[src/rtl/nx_instr_pkg.sv]
// nx_instr_pkg: shared types and address-split helpers for the instruction
// RAM arbiter. The grant enum names the single RAM user of a cycle; the helper
// functions derive the region select bit and region depth from the RAM depth.
package nx_instr_pkg;

    typedef enum logic [1:0] {
        GRANT_NONE  = 2'd0,
        GRANT_LOAD  = 2'd1,
        GRANT_CORE0 = 2'd2,
        GRANT_CORE1 = 2'd3
    } grant_t;

    // Arbiter widths for the two build flavours: cores only, or load plus cores.
    localparam int ARB_PRIO_WAYS = 2;
    localparam int ARB_FAIR_WAYS = 3;

    // Bit position of the region (core) select inside a full RAM address.
    function automatic int region_bit(input int max_instrs);
        return $clog2(max_instrs) - 1;
    endfunction

    // Number of entries in one core's region.
    function automatic int region_depth(input int max_instrs);
        return max_instrs / 2;
    endfunction

endpackage

[src/rtl/nx_instr_arbiter_rr.sv]
// nx_rr_arbiter: generic N-way round-robin arbiter. The pointer names the
// requester with highest priority; after a grant it moves to the requester just
// after the winner, so the winner becomes lowest priority. It resets to index 0.
module nx_rr_arbiter #(
    parameter int N = 2
) (
    input  logic         clk,
    input  logic         rst,
    input  logic [N-1:0] req,
    output logic [N-1:0] gnt
);
    import nx_instr_pkg::*;

    localparam int IW = (N > 1) ? $clog2(N) : 1;

    logic [IW-1:0] ptr;
    logic [IW-1:0] win;
    logic [IW-1:0] cand;
    logic          found;

    // Scan requesters starting at the pointer and grant the first one found.
    always_comb begin
        gnt   = '0;
        win   = '0;
        cand  = '0;
        found = 1'b0;
        for (int off = 0; off < N; off++) begin
            cand = IW'((int'(ptr) + off) % N);
            if (!found && req[cand]) begin
                gnt[cand] = 1'b1;
                win       = cand;
                found     = 1'b1;
            end
        end
    end

    // Advance the pointer past the winner, only in cycles that produced a grant.
    always_ff @(posedge clk) begin
        if (rst) begin
            ptr <= '0;
        end else if (found) begin
            ptr <= (int'(win) == N - 1) ? '0 : win + 1'b1;
        end
    end

endmodule

[src/rtl/nx_instr_arbiter.sv]
// nx_instr_arbiter: shares one single-port instruction RAM between the load
// stream and the fetch ports of two cores, one access per cycle. Each core owns
// half of the RAM; per-region load counters saturate at the region depth, and a
// load to a full region is swallowed and raises the sticky overflow flag.
// Build option NX_INSTR_ARB_LOAD_PRIO_EN: when defined, loads have strict
// priority and the cores round-robin between themselves; when undefined, load,
// core 0 and core 1 share a 3-way rotating priority.
module nx_instr_arbiter
    import nx_instr_pkg::*;
#(
    parameter int INSTR_WIDTH = 15,
    parameter int MAX_INSTRS  = 512
) (
    input  logic                          clk_i,
    input  logic                          rst_i,
    input  logic                          store_core_i,
    input  logic [INSTR_WIDTH-1:0]        store_data_i,
    input  logic                          store_valid_i,
    output logic                          store_ready_o,
    output logic [$clog2(MAX_INSTRS)-1:0] core_0_populated_o,
    output logic [$clog2(MAX_INSTRS)-1:0] core_1_populated_o,
    output logic                          overflow_o,
    input  logic [$clog2(MAX_INSTRS)-2:0] core_0_addr_i,
    input  logic                          core_0_rd_i,
    output logic [INSTR_WIDTH-1:0]        core_0_data_o,
    output logic                          core_0_stall_o,
    input  logic [$clog2(MAX_INSTRS)-2:0] core_1_addr_i,
    input  logic                          core_1_rd_i,
    output logic [INSTR_WIDTH-1:0]        core_1_data_o,
    output logic                          core_1_stall_o,
    output logic [$clog2(MAX_INSTRS)-1:0] ram_addr_o,
    output logic                          ram_wr_en_o,
    output logic [INSTR_WIDTH-1:0]        ram_wr_data_o,
    output logic                          ram_rd_en_o,
    input  logic [INSTR_WIDTH-1:0]        ram_rd_data_i
);

    localparam int AW           = $clog2(MAX_INSTRS);
    localparam int OW           = region_bit(MAX_INSTRS);
    localparam int REGION_DEPTH = region_depth(MAX_INSTRS);

    logic [AW-1:0]          pop0;
    logic [AW-1:0]          pop1;
    logic                   overflow;
    logic                   tag_valid;
    logic                   tag_core;
    logic [INSTR_WIDTH-1:0] hold0;
    logic [INSTR_WIDTH-1:0] hold1;

    logic [AW-1:0]          target_count;
    logic                   target_full;
    logic                   load_req;
    logic                   drop;
    logic                   c0_req;
    logic                   c1_req;
    grant_t                 grant;

    // Requests are masked during reset so nothing is granted or accepted.
    assign target_count = store_core_i ? pop1 : pop0;
    assign target_full  = (target_count == AW'(REGION_DEPTH));
    assign load_req     = store_valid_i & ~target_full & ~rst_i;
    assign drop         = store_valid_i &  target_full & ~rst_i;
    assign c0_req       = core_0_rd_i & ~rst_i;
    assign c1_req       = core_1_rd_i & ~rst_i;

`ifdef NX_INSTR_ARB_LOAD_PRIO_EN
    logic [ARB_PRIO_WAYS-1:0] core_req;
    logic [ARB_PRIO_WAYS-1:0] core_gnt;

    // A pending load hides the cores from the arbiter, so its pointer only moves on core grants.
    assign core_req = {c1_req & ~load_req, c0_req & ~load_req};

    nx_rr_arbiter #(
        .N(ARB_PRIO_WAYS)
    ) u_arb (
        .clk (clk_i),
        .rst (rst_i),
        .req (core_req),
        .gnt (core_gnt)
    );

    // Load wins outright; otherwise the core arbiter decides.
    always_comb begin
        grant = GRANT_NONE;
        if (load_req) begin
            grant = GRANT_LOAD;
        end else if (core_gnt[0]) begin
            grant = GRANT_CORE0;
        end else if (core_gnt[1]) begin
            grant = GRANT_CORE1;
        end
    end
`else
    logic [ARB_FAIR_WAYS-1:0] arb_req;
    logic [ARB_FAIR_WAYS-1:0] arb_gnt;

    // Index 0 is the load stream, so the reset priority order is load, core 0, core 1.
    assign arb_req = {c1_req, c0_req, load_req};

    nx_rr_arbiter #(
        .N(ARB_FAIR_WAYS)
    ) u_arb (
        .clk (clk_i),
        .rst (rst_i),
        .req (arb_req),
        .gnt (arb_gnt)
    );

    // Translate the one-hot fair grant into the grant enum.
    always_comb begin
        grant = GRANT_NONE;
        if (arb_gnt[0]) begin
            grant = GRANT_LOAD;
        end else if (arb_gnt[1]) begin
            grant = GRANT_CORE0;
        end else if (arb_gnt[2]) begin
            grant = GRANT_CORE1;
        end
    end
`endif

    // Drive the RAM port and the load handshake from the winning requester.
    always_comb begin
        ram_addr_o    = '0;
        ram_wr_en_o   = 1'b0;
        ram_wr_data_o = '0;
        ram_rd_en_o   = 1'b0;
        store_ready_o = drop;
        unique case (grant)
            GRANT_LOAD: begin
                ram_wr_en_o   = 1'b1;
                ram_addr_o    = {store_core_i, target_count[OW-1:0]};
                ram_wr_data_o = store_data_i;
                store_ready_o = 1'b1;
            end
            GRANT_CORE0: begin
                ram_rd_en_o = 1'b1;
                ram_addr_o  = {1'b0, core_0_addr_i};
            end
            GRANT_CORE1: begin
                ram_rd_en_o = 1'b1;
                ram_addr_o  = {1'b1, core_1_addr_i};
            end
            default: begin
                ram_rd_en_o = 1'b0;
            end
        endcase
    end

    assign core_0_stall_o = core_0_rd_i & (grant != GRANT_CORE0);
    assign core_1_stall_o = core_1_rd_i & (grant != GRANT_CORE1);

    // Counters, overflow flag, read owner tag and per-core hold registers.
    always_ff @(posedge clk_i) begin
        if (rst_i) begin
            pop0      <= '0;
            pop1      <= '0;
            overflow  <= 1'b0;
            tag_valid <= 1'b0;
            tag_core  <= 1'b0;
            hold0     <= '0;
            hold1     <= '0;
        end else begin
            if (grant == GRANT_LOAD) begin
                if (store_core_i) begin
                    pop1 <= pop1 + 1'b1;
                end else begin
                    pop0 <= pop0 + 1'b1;
                end
            end
            if (drop) begin
                overflow <= 1'b1;
            end
            tag_valid <= (grant == GRANT_CORE0) || (grant == GRANT_CORE1);
            tag_core  <= (grant == GRANT_CORE1);
            if (tag_valid) begin
                if (tag_core) begin
                    hold1 <= ram_rd_data_i;
                end else begin
                    hold0 <= ram_rd_data_i;
                end
            end
        end
    end

    // The returning word bypasses the hold register in its first cycle; reset forces zero.
    assign core_0_data_o = rst_i ? '0 :
                           (tag_valid && !tag_core) ? ram_rd_data_i : hold0;
    assign core_1_data_o = rst_i ? '0 :
                           (tag_valid &&  tag_core) ? ram_rd_data_i : hold1;

    assign core_0_populated_o = pop0;
    assign core_1_populated_o = pop1;
    assign overflow_o         = overflow;

endmodule

[config.mk]
export PLATFORM = sky130hd
export DESIGN_NAME = nx_instr_arbiter
export DESIGN_NICKNAME = d
export VERILOG_FILES = /design/src/rtl/nx_instr_pkg.sv /design/src/rtl/nx_instr_arbiter_rr.sv /design/src/rtl/nx_instr_arbiter.sv
export SDC_FILE = /design/constraint.sdc
export NUM_CORES = 1
export LEC_CHECK = 0
export CELL_PAD_IN_SITES_DETAIL_PLACEMENT = 0
export CELL_PAD_IN_SITES_GLOBAL_PLACEMENT = 1
export CORE_ASPECT_RATIO = 1.5
export CORE_MARGIN = 5
export CORE_UTILIZATION = 32
export CTS_CLUSTER_DIAMETER = 80
export CTS_CLUSTER_SIZE = 30
export DETAILED_ROUTE_END_ITERATION = 7
export GPL_TIMING_DRIVEN = 0
export PLACE_DENSITY = 0.92
export SYNTH_ARGS = -nofsm -noshare
export SYNTH_HDL_FRONTEND = slang
export SYNTH_SLANG_ARGS = --single-unit
[constraint.sdc]
create_clock -name clk_i -period 4.6 [get_ports clk_i]
set_input_delay 0.69 -clock clk_i [delete_from_list [all_inputs] [get_ports clk_i]]
set_output_delay 0.69 -clock clk_i [all_outputs]
set_load 0.02 [all_outputs]
==> impl_metrics.env, run 1 <==
# yosys + openroad results
export IMPL_antenna_found_initial=0
export IMPL_grt_pass1_vias=3483
export IMPL_clock_buffer_count=5
export IMPL_hold_depth=2
export IMPL_holdCritPathClass="reg2reg"
export IMPL_period_used_pct=95.44
export IMPL_worst_pin_slew_ns=0.5303
export IMPL_path_buffers=6
export IMPL_track_usage_pct=18.02
export IMPL_cts_tree="yes"
export IMPL_cp_startpoint="rst_i"
export IMPL_hold_viol=0
export IMPL_clockNetworkPower_w=0.000392
export IMPL_finalSetupViolations=0
export IMPL_grt_max_degree=20
export IMPL_cts_htree_levels=2
export IMPL_p_leak_nw=1.870
export IMPL_status="complete, no violations"
export IMPL_fillCellCount=934
export IMPL_cpMaxStageDelayCell="clkdlybuf4s50_1"
export IMPL_clock_area_share_pct=3.268
export IMPL_final_common_cell="clkdlybuf4s50_1"
export IMPL_synth_edff_count=0
export IMPL_cts_buffer_depth=2
export IMPL_grt_pass1_wl_mm=17.27
export IMPL_clk_pin_slew_ns=0.07
export IMPL_die_h_um=129.7
export IMPL_yosysTopAreaCell="dfxtp_1"
export IMPL_post_drt_wl_per_cell_um=16.38
export IMPL_drt_iter0_drc=208
export IMPL_rsz0062_at_grt="false"
export IMPL_clock_fmax_ghz=0.2278
export IMPL_utilization_pct=50.60
export IMPL_tool_warnings=29
export IMPL_crit_type="in2out"
export IMPL_comb_share_pct=39.19
export IMPL_netlist_area_leader_share_pct=34.74
export IMPL_power_share_clock_pct=30.1
export IMPL_reg2reg_depth=12
export IMPL_slew_headroom_pct=64.64
export IMPL_p_seq_w=0.000492
export IMPL_initial_utilization_pct=32.81
export IMPL_yosysSeqAreaShare_pct=34.74
export IMPL_bufAreaShareNonClock_pct=30.92
export IMPL_worst_setup_path_start_kind="input port"
export IMPL_pin_count=130
export IMPL_simple_gate_area_share_pct=25.48
export IMPL_cts_root_buf="clkbuf_16"
export IMPL_seqPwrFrac_pct=37.8
export IMPL_whs_endpoint="hold1[14]"
export IMPL_netlist_area_um2=3054
export IMPL_hpwl_mm=8.517
export IMPL_netlist_top_cells_area="dfxtp_1 35%, a21oi_1 14%, nand2_1 9.3%"
export IMPL_cts_sinks=53
export IMPL_syn_nets=474
export IMPL_drt_first_pass_iters=4
export IMPL_cts_inserted_buffers=5
export IMPL_aoi_share_pct=27.16
export IMPL_signal_buffers=159
export IMPL_top_power_group="registers"
export IMPL_drv_slew=0
export IMPL_yosys_area_share_xor_xnor_pct=0
export IMPL_arrival_ns=3.70
export IMPL_avgSynthCellArea_um2=7.342
export IMPL_overflow=0
export IMPL_p_comb_w=0.000419
export IMPL_critPathRequiredTime_ns=3.91
export IMPL_final_cell_mix="106 x clkdlybuf4s50_1, 87 x a21oi_1, 75 x nand2_1"
export IMPL_inv_count=14
export IMPL_irDropWorstVdd_uv=219.8
export IMPL_common_cells="88 x a21oi_1, 76 x nand2_1, 53 x dfxtp_1, 21 x clkbuf_1, 17 x nand3_1"
export IMPL_r2r_start="u_arb.ptr[0]"
export IMPL_io_buffers=129
export IMPL_dpl_worst_slack_ns=-0.1848
export IMPL_diodes=0
export IMPL_async_flop_share_pct=0
export IMPL_crit_chain="clkdlybuf4s50_1 -> inv_1 -> nand2_1 -> a2111oi_0 -> o21ai_0 -> o221a_1 -> buf_6 -> inv_2 -> clkbuf_4 -> and2_1 -> clkdlybuf4s50_1"
export IMPL_cpMostUsedCell="clkdlybuf4s50_1"
export IMPL_p_sw_w=0.0004332
export IMPL_gp_congestion=0.8631
export IMPL_top_logic_kind="AND-OR/OR-AND gates"
export IMPL_netlist_instances=416
export IMPL_path_max_fanout=10
export IMPL_ys_sh_mux_pct=3.687
export IMPL_p_per_area_nw_per_um2=276.7
export IMPL_hp_start="hold1[14]"
export IMPL_ys_seq_elements=53
export IMPL_post_cts_resized=16
export IMPL_seq_share_pct=22.53
export IMPL_yosys_cells=416
export IMPL_fin_worst_skew_ns=0.007876
export IMPL_cp_top_family="buffers and inverters"
export IMPL_coreArea_um2=9308
export IMPL_fin_ws_ns=0.2097
export IMPL_postCtsHoldBufs=0
export IMPL_logic_gates=319
export IMPL_critPathCaptureType="output pin"
export IMPL_synth_adder_area_share_pct=3.113
export IMPL_seqCellArea_um2=1061
export IMPL_ys_warn_count=0
export IMPL_rows=43
export IMPL_vias_per_cell=5.370
export IMPL_r2r_slack_ns=1.68
export IMPL_die_area_um2=11640
export IMPL_r2r_end="core_0_populated_o[2]"
export IMPL_largest_class="combinational gates"
export IMPL_drc_errors=0
export IMPL_insertion_delay_ns=0.29
export IMPL_nWellTaps=112
export IMPL_ant_nets=0
export IMPL_switching_share_pct=33.25
export IMPL_yosysMostFrequentCell="a21oi_1"
export IMPL_power_frac_comb_pct=32.2
export IMPL_nNetsFinal=610
export IMPL_max_stage_delay_ns=0.60
export IMPL_p_int_w=0.0008698
export IMPL_yosys_cell_types_count=54
export IMPL_fin_crit_ns=4.390
export IMPL_die_w_um=89.77
export IMPL_drive_above_1_share_pct=5.244
export IMPL_ff_count=53
export IMPL_cts_setup_buffers=2
export IMPL_comb_area_um2=1846
export IMPL_top_regs="hold0 (15), hold1 (15)"
export IMPL_cp_depth=11
export IMPL_critical_path_endpoint="ram_wr_data_o[12]"
-- run 1: per-stage QoR --
stage	cell area, µm²	hold WS (ns)	total power [W]	std cells	setup TNS [ns]
finish	4710	0.4656	0.001303	665	0
floorplan	3054	0.4442	0.0007287	416	0
global placement	4486	0.4494	0.0009220	657	-2.494
CTS	4661	0.4670	0.001315	666	0
global route	4710	0.4797	0.001364	665	0
detailed placement	4486	0.4569	0.0009281	657	-3.262
-- run 1: metal layers --
| metal | wire (µm) | track usage (%) | up-vias |
|---|---|---|---|
| met2 | 5961 | 34.57 | 107 |
| met5 | 0 | 0 | - |
| li1 | - | - | 1762 |
| met1 | 4223 | 19.51 | 1685 |
| met4 | 252 | 6.673 | 0 |
| met3 | 455 | 3.194 | 17 |
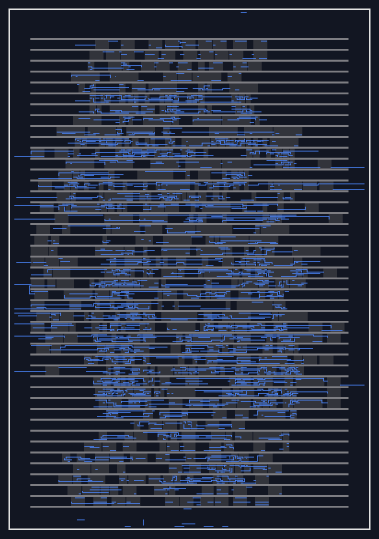
Figure 1: run 1, signal wires on met1.
Drawn at 4 px/µm. Supply wires on this layer in gray.
The layer holds 39% of the routed length. The longest straight run is 44.2 µm. 560 nets have wire on it. The wires run mostly horizontal.
WL final: 10.89 mm
via count: 3,571
GR Util met1: 19.51%

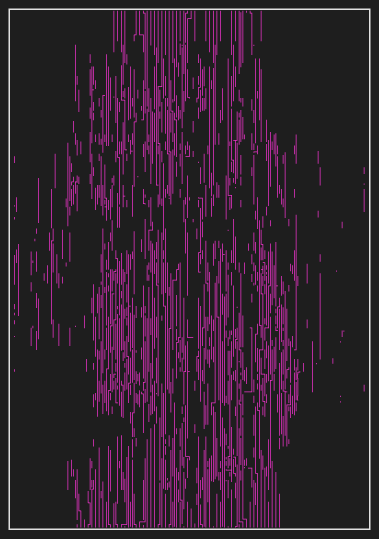
Figure 2: run 1, metal 2.
Drawn at 4 px/µm.
The wires run mostly vertical. 540 nets have wire on it. The layer holds 55% of the routed length. The layer carries 5,960 µm of wire.
met2 Usage GRT: 34.57%

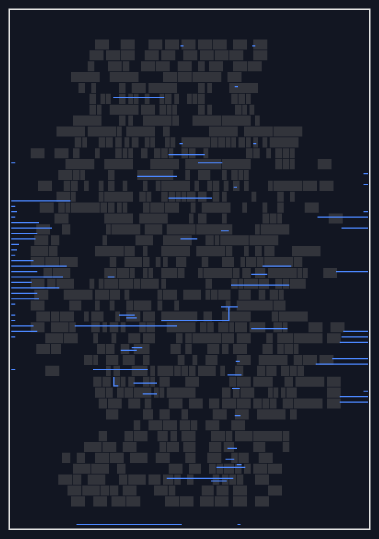
Figure 3: run 1, met3 routing.
Drawn at 4 px/µm.
71 nets have wire on it. The wires run mostly horizontal. The layer holds 4.2% of the routed length. The layer carries 456 µm of wire. The longest straight run is 26.0 µm.
GR Util met3: 3.194%

Figure 4. Congestion heat map (run 1).
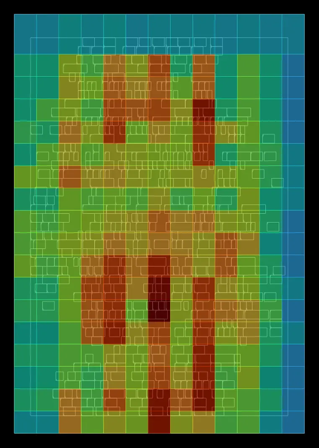

==> run 2, diff against run 1 <==
--- a/config.mk
+++ b/config.mk
@@ -14,7 +14,7 @@
 export CTS_CLUSTER_SIZE = 30
 export DETAILED_ROUTE_END_ITERATION = 7
 export GPL_TIMING_DRIVEN = 0
-export PLACE_DENSITY = 0.92
+export PLACE_DENSITY_LB_ADDON = 0.1
 export SYNTH_ARGS = -nofsm -noshare
 export SYNTH_HDL_FRONTEND = slang
 export SYNTH_SLANG_ARGS = --single-unit
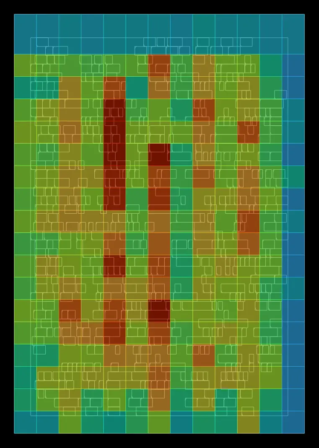
Figure 5: run 2, congestion heat map.
Most Crowded Layer GR: met2
All-Layer GR Usage: 18.23%
Final Util: 50.45%
GR Util met3: 5.691%

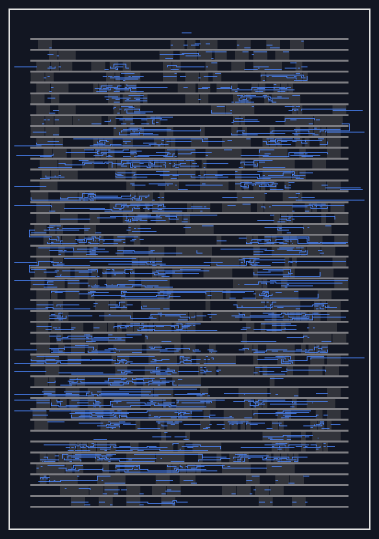
Figure 6: run 2, signal wires on met1.
Drawn at 4 px/µm. Supply wires on this layer in gray.
526 nets have wire on it. The layer holds 40% of the routed length. The wires run mostly horizontal. The longest straight run is 32.2 µm. The layer carries 4,400 µm of wire.
via count: 3,531
GR Util met1: 20.38%
WL final: 10.95 mm

==> run 2 against run 1 <==
Net effect:
- power decreased by 0.44%
- global-route usage up 0.21 points
- flip-flop count unchanged
- sequential share of layout area is 0.066 points higher
- via count down 1.1%
- worst hold slack got worse by 0.00079 ns
- highest routed layer unchanged
- core utilization shrank 0.15 points
- non-clock buffer count stayed put
- routed wire length is 0.50% higher
- final cell count unchanged
- die size unchanged
- maximum frequency shrank 0.88%
==> impl_metrics.env, run 2 <==
# yosys + openroad results
export IMPL_aoi_share_pct=27.16
export IMPL_nNetsFinal=610
export IMPL_die_area_um2=11640
export IMPL_status="complete, no violations"
export IMPL_ys_seq_elements=53
export IMPL_tool_warnings=29
export IMPL_p_int_w=0.0008735
export IMPL_seqPwrFrac_pct=37.9
export IMPL_worst_setup_path_start_kind="input port"
export IMPL_p_sw_w=0.0004237
export IMPL_gp_congestion=0.8918
export IMPL_coreArea_um2=9308
export IMPL_cp_depth=12
export IMPL_yosys_area_share_xor_xnor_pct=0
export IMPL_top_regs="hold0 (15), hold1 (15)"
export IMPL_grt_pass1_vias=3485
export IMPL_ys_warn_count=0
export IMPL_postCtsHoldBufs=0
export IMPL_die_h_um=129.7
export IMPL_drt_first_pass_iters=4
export IMPL_clk_pin_slew_ns=0.07
export IMPL_async_flop_share_pct=0
export IMPL_common_cells="88 x a21oi_1, 76 x nand2_1, 53 x dfxtp_1, 21 x clkbuf_1, 17 x nand3_1"
export IMPL_ant_nets=0
export IMPL_path_buffers=5
export IMPL_switching_share_pct=32.66
export IMPL_arrival_ns=3.74
export IMPL_setup_tns_ns=0
export IMPL_slew_headroom_pct=61.01
export IMPL_stdcell_area_um2=4696
export IMPL_stdcell_count=665
export IMPL_grt_pass1_wl_mm=17.55
export IMPL_top_logic_kind="AND-OR/OR-AND gates"
export IMPL_power_total_w=0.001297
export IMPL_critical_path_endpoint="ram_addr_o[6]"
export IMPL_whs_endpoint="hold0[14]"
export IMPL_overflow=0
export IMPL_avgSynthCellArea_um2=7.342
export IMPL_yosys_cell_types_count=54
export IMPL_reg2reg_depth=12
export IMPL_drv_slew=0
export IMPL_netlist_area_leader_share_pct=34.74
export IMPL_cp_top_family="buffers and inverters"
export IMPL_io_buffers=129
export IMPL_irDropWorstVdd_uv=195.5
export IMPL_p_comb_w=0.000414
export IMPL_path_max_fanout=10
export IMPL_final_common_cell="clkdlybuf4s50_1"
export IMPL_rsz0062_at_grt="false"
export IMPL_yosysSeqAreaShare_pct=34.74
export IMPL_cts_setup_buffers=1
export IMPL_cts_root_buf="clkbuf_16"
export IMPL_clockNetworkPower_w=0.000391
export IMPL_cts_tree="yes"
export IMPL_netlist_instances=416
export IMPL_rows=43
export IMPL_r2r_start="u_arb.ptr[0]"
export IMPL_period_used_pct=96.29
export IMPL_vias_per_cell=5.310
export IMPL_crit_type="in2out"
export IMPL_hold_viol=0
export IMPL_diodes=0
export IMPL_yosysMostFrequentCell="a21oi_1"
export IMPL_fin_crit_ns=4.429
export IMPL_whs_ns=0.4648
export IMPL_post_dp_cell_area_um2=4486
export IMPL_die_w_um=89.77
export IMPL_fillCellCount=950
export IMPL_antenna_found_initial=0
export IMPL_syn_nets=474
export IMPL_netlist_area_um2=3054
export IMPL_cp_startpoint="store_core_i"
export IMPL_fin_ws_ns=0.1708
export IMPL_cts_buffer_depth=2
export IMPL_cts_sinks=53
export IMPL_initial_utilization_pct=32.81
export IMPL_power_frac_comb_pct=31.9
export IMPL_top_power_group="registers"
export IMPL_place_inst=657
export IMPL_clock_fmax_ghz=0.2258
export IMPL_cpMaxStageDelayCell="or4b_1"
export IMPL_yosys_cells=416
export IMPL_insertion_delay_ns=0.29
export IMPL_synth_adder_area_share_pct=3.113
export IMPL_dpl_worst_slack_ns=-0.3291
export IMPL_drc_errors=0
export IMPL_finalSetupViolations=0
export IMPL_cts_inserted_buffers=5
export IMPL_drive_above_1_share_pct=4.882
export IMPL_holdCritPathClass="reg2reg"
export IMPL_ys_sh_mux_pct=3.687
export IMPL_max_stage_delay_ns=0.62
export IMPL_p_per_area_nw_per_um2=276.3
export IMPL_grt_max_degree=17
export IMPL_post_cts_resized=24
export IMPL_p_leak_nw=1.894
export IMPL_worst_pin_slew_ns=0.5848
export IMPL_critPathCaptureType="output pin"
export IMPL_post_drt_wl_per_cell_um=16.46
export IMPL_final_cell_mix="100 x clkdlybuf4s50_1, 87 x a21oi_1, 75 x nand2_1"
export IMPL_yosysTopAreaCell="dfxtp_1"
export IMPL_simple_gate_area_share_pct=25.48
export IMPL_critPathRequiredTime_ns=3.91
export IMPL_r2r_slack_ns=1.71
export IMPL_p_seq_w=0.000492
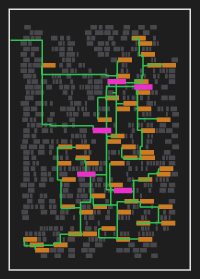
Figure 7: run 2, clock network drawn from the DEF.
Drawn at 2 px/µm.
Key: flip-flops = orange [count 53]; cells driving clock nets = magenta [count 5]; clock wires = green [length 739 µm]
There are 6 routed clock nets.
clock power share: 30.1%
clock skew: 0.005552 ns

## run 2: layout make-up
class                   instances  area, µm²  share of cell area, %
clock buffers                   6      138.9                  2.958
repair buffers                130       1319                  28.08
clock inverters                 2      13.76                 0.2931
flip-flops and latches         53       1061                  22.60
well taps                     112      140.1                  2.984
plain buffers                  29      130.1                  2.771
multi-input cells             319       1841                  39.20
inverters                      14      52.55                  1.119
## run 2: metal layers
metal	share of wire, %	track usage, %	wire length (µm)	vias up
met3	8.0	5.691	879	12
met4	1.6	5.071	174	0
met5	0	0	0	-
met1	40	20.38	4401	1628
li1	-	-	-	1755
met2	50	33.19	5492	136
## run 2: kinds of logic after synthesis
family	count (synthesis)
fa+ha+maj	8
simple gates	160
compound gates	140
mux	11
flops	53
buf+inv	44
Power is estimated from default activity; no workload was simulated.
